### config.mk
export PLATFORM = sky130hd
export DESIGN_NAME = read_mem
export DESIGN_NICKNAME = d
export VERILOG_FILES = /design/src/rtl/read_mem.sv
export SDC_FILE = /design/constraint.sdc
export NUM_CORES = 1
export LEC_CHECK = 0
export ABC_AREA = 1
export CORE_MARGIN = 2
export CORE_UTILIZATION = 30
export CTS_CLUSTER_SIZE = 25
export DETAILED_ROUTE_END_ITERATION = 8
export GPL_ROUTABILITY_DRIVEN = 0
export GPL_TIMING_DRIVEN = 0
export PLACE_DENSITY = 0.66
export SLEW_MARGIN = 5
export SYNTH_ARGS = -nofsm -noshare
export SYNTH_HDL_FRONTEND = slang
export SYNTH_SLANG_ARGS = --single-unit
### constraint.sdc
create_clock -name clk -period 1.3 [get_ports clk]
set_input_delay 0.39 -clock clk [delete_from_list [all_inputs] [get_ports clk]]
set_output_delay 0.39 -clock clk [all_outputs]
set_load 0.01 [all_outputs]
### src/rtl/read_mem.sv
// read_mem: streams every valid sample of the circular capture buffer out, oldest first, over valid/ready.
module read_mem #(
  parameter int DATA_WIDTH  = 8,
  parameter int ADDR_WIDTH  = 4,
  parameter int MEMORY_SIZE = 16
) (
  input  logic                  clk,
  input  logic                  reset,
  input  logic                  start,
  input  logic [ADDR_WIDTH-1:0] waddr,
  input  logic                  primed,
  output logic [ADDR_WIDTH-1:0] raddr,
  input  logic [DATA_WIDTH-1:0] rdata,
  output logic [DATA_WIDTH-1:0] out_data,
  output logic                  out_valid,
  input  logic                  out_ready,
  output logic                  busy,
  output logic                  done
);
  typedef enum logic [2:0] {IDLE, FETCH, WAIT, PRESENT, DONE} state_t;
  localparam logic [ADDR_WIDTH:0] full_count = (ADDR_WIDTH+1)'(MEMORY_SIZE);
  state_t                  state, state_n;
  logic [ADDR_WIDTH:0]     remaining, remaining_n;
  logic [ADDR_WIDTH-1:0]   raddr_n;
  logic [DATA_WIDTH-1:0]   out_data_n;
  logic                    out_valid_n;
  logic                    xfer;
  assign xfer = out_valid & out_ready;
  assign busy = state != IDLE;
  assign done = state == DONE;
  always_comb begin
    state_n     = state;
    raddr_n     = raddr;
    remaining_n = remaining;
    out_data_n  = out_data;
    out_valid_n = out_valid;
    case (state)
      IDLE: if (start) begin
        remaining_n = primed ? full_count : {1'b0, waddr};
        raddr_n     = primed ? waddr : '0;
        state_n     = (!primed && waddr == '0) ? DONE : FETCH;
      end
      FETCH: state_n = WAIT;
      WAIT: begin
        out_data_n  = rdata;
        out_valid_n = 1'b1;
        state_n     = PRESENT;
      end
      PRESENT: if (xfer) begin
        out_valid_n = 1'b0;
        remaining_n = remaining - 1'b1;
        raddr_n     = (remaining == 1) ? raddr : raddr + 1'b1;
        state_n     = (remaining == 1) ? DONE : FETCH;
      end
      DONE: state_n = IDLE;
      default: state_n = IDLE;
    endcase
  end
  always_ff @(posedge clk or posedge reset) begin
    if (reset) begin
      state     <= IDLE;
      raddr     <= '0;
      remaining <= '0;
      out_data  <= '0;
      out_valid <= 1'b0;
    end else begin
      state     <= state_n;
      raddr     <= raddr_n;
      remaining <= remaining_n;
      out_data  <= out_data_n;
      out_valid <= out_valid_n;
    end
  end
endmodule

Figure 1. Placement by cell class.
Bar = 20 um.
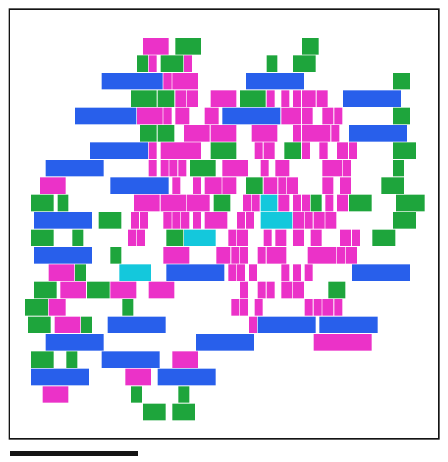
Key: clock drivers and dummy loads = cyan [cells 4, share of their area 2.8%]; other buffers and delay cells = green [cells 47, share of their area 23%]; combinational and other logic = magenta [cells 125, share of their area 44%]; flops = blue [cells 21, share of their area 31%]

==> summary.txt <==
Item: results of the latest flow run.

- The multiplexer share of the synthesized area is 0.0759.
- The worst setup path category is reg2out.
- The report lists the number of standard-cell rows as 22.
- The critical path data arrival time is 1.08 ns.
- Per the CTS log, the root buffer master is clkbuf_8.
- For this design, Yosys synthesis ends with a cell count of 146.
- The HPWL after detailed placement is 1.88 mm.
- The data required time reported for the critical path is 0.91 ns.
- The highest routed metal layer is met4.
- Summed over all nets, wire length on met3 after detailed routing comes to 184 um.
- Looking at the reg2reg group, the worst path ends at remaining[4].
- The xor and xnor area share after synthesis is 0.0148.
- The most frequent logic cell in the layout is nand2_1.
- After synthesis the cells add up to 1190 um2.
- Yosys reports a chip area of 1190 um2.
- Summed over all routing layers, the global router reports a total usage of 0.129.
- For this run, design rule violations remaining after detail routing come to 0.
- The worst register-to-register path begins at state[1].
- The count of port buffers added during placement is 31.
- The clock-pin transition on the worst setup and hold timing paths is 0.08 ns.
- The initial antenna violation count was 0.
- The run finished, with violations left.
- The highest-delay cell along the critical path is dfrtp_2.
- The total power divided by cell area is 2460 nW/um2.
- Together, buffers and inverters on the worst path number 2.
- Per STA, the highest per-stage delay on the worst path measures 0.43 ns.
- The worst path in the final design needs a cycle of 1.47 ns, including I/O delays and setup.
- The total number of clock tree sinks is 21.
- The prevailing logic family in the synthesized netlist is simple AND/OR/NAND/NOR gates.
- The critical path starts at state[1].
- Per the CTS log, the maximum H-tree level is 1.
- The area of the die is 4470 um2.
- After synthesis the netlist holds a flip-flop and latch count of 21.
- The layout summary lists the proportion of cells stronger than drive strength 1 as 0.371.
- The setup slack after layout is -0.174 ns.
- The final reports fail on setup timing.
- The total power draw is 4370 uW.
- Per the OpenROAD floorplan log, the height of the die is 66.9 um.
- The via count of the first global-routing pass is 1028.
- STA reports the tightest min-delay check as being of type in2async.
- In this run the tools logged warnings totalling 29.
- The met2 routed wirelength is 1.37 mm.
- The worst slew margin relative to its limit is 0.686.
- After detailed routing, the number of vias per cell comes to 4.62.
- Counting the buffers created by CTS gives 3.
- Yosys mapped the design onto 19 distinct sky130hd cell types.
- Dividing the final minimum period by the clock period gives 1.13.
- The final tally of setup violations is 9.
- The worst clock skew is 0.00158 ns.
- The worst register-to-register path has a depth of 9.
- The timing report attributes the biggest portion of critical-path delay to flip-flops.
- Of the total synthesized cell area, the portion taken by AND-OR and OR-AND cells is 0.0580.
- Per the synthesis report, the simple-gate share of the synthesized area is 0.315.
- The first global-routing pass estimated 4.42 mm of wire.
- The report shows a maximum critical-path fanout of 3.
- The final cell count without fillers is 245.
Figure 2. Routing congestion map.
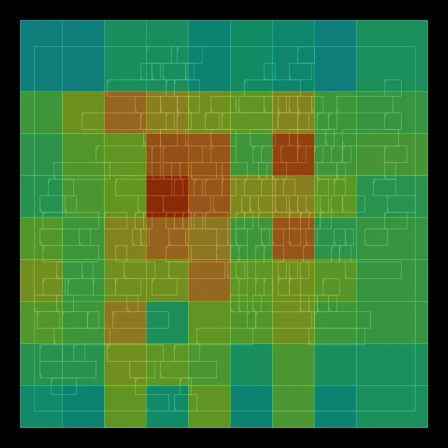
global-route met2 utilization: 0.213
routed wirelength normalized by instance count: 11.3 um
GR met3 Demand/Resource: 0.0473
utilization after layout: 0.475

worst max-delay path by stage:
stage | end | cells after the start | slack [ns]
final | done | 4 | -0.17
after global routing | done | 4 | -0.27
after CTS | done | 4 | -0.20
after detailed placement | done | 4 | -0.44
after global placement | done | 4 | -0.44
after floorplan | remaining[4] | 8 | 0.006
sequential cells by signal, indices dropped and copies added, names as in the netlist:
name,flops
out_data,8
out_valid,1
raddr,4
remaining,5
state,3
synth_stat cells (all sizes together):
cell / count / area (um2)
o22ai: 1 / 6.26
dfrtp: 21 / 526
nand4: 1 / 6.26
buf: 1 / 5.00
xnor2: 2 / 17.5
o21ai: 11 / 55.1
nand2: 50 / 205
ha: 3 / 37.5
o21a: 1 / 7.51
nor2: 12 / 65.1
nand3: 17 / 97.6
inv: 18 / 67.6
mux2: 8 / 90.1
final cells by class:
class	instances	area, um2
plain buffers	1	5.00
multi-input cells	107	681
flip-flops and latches	21	528
clock buffers	3	41.3
inverters	18	73.8
repair buffers	46	382
well taps	48	60.1
fillers	389	1970
clock inverters	1	7.51
where the power goes:
part / internal, uW / switching, uW
registers: 968 / 200
logic: 1250 / 1510
clock network: 217 / 230
metrics by stage:
step / setup TNS [ns] / setup WS (ns) / utilization / cell area, um2 / hold WS [ns]
after CTS: -0.603 / -0.196 / 0.462 / 1730 / 0.515
final: -0.509 / -0.174 / 0.475 / 1780 / 0.486
after floorplan: 0 / 0.00635 / - / 1190 / 0.367
after detailed placement: -7.16 / -0.445 / 0.416 / 1560 / 0.495
after global routing: -1.57 / -0.272 / 0.475 / 1780 / 0.524
after global placement: -7.19 / -0.443 / 0.416 / 1560 / 0.481
timing repair:
item	4_1_cts	5_1_grt
gates resized	55	32
endpoints found under the setup margin	25	34
pin swaps	4	12
buffers inserted	11	4
cloned	0	1
Power and IR drop assume default switching activity.
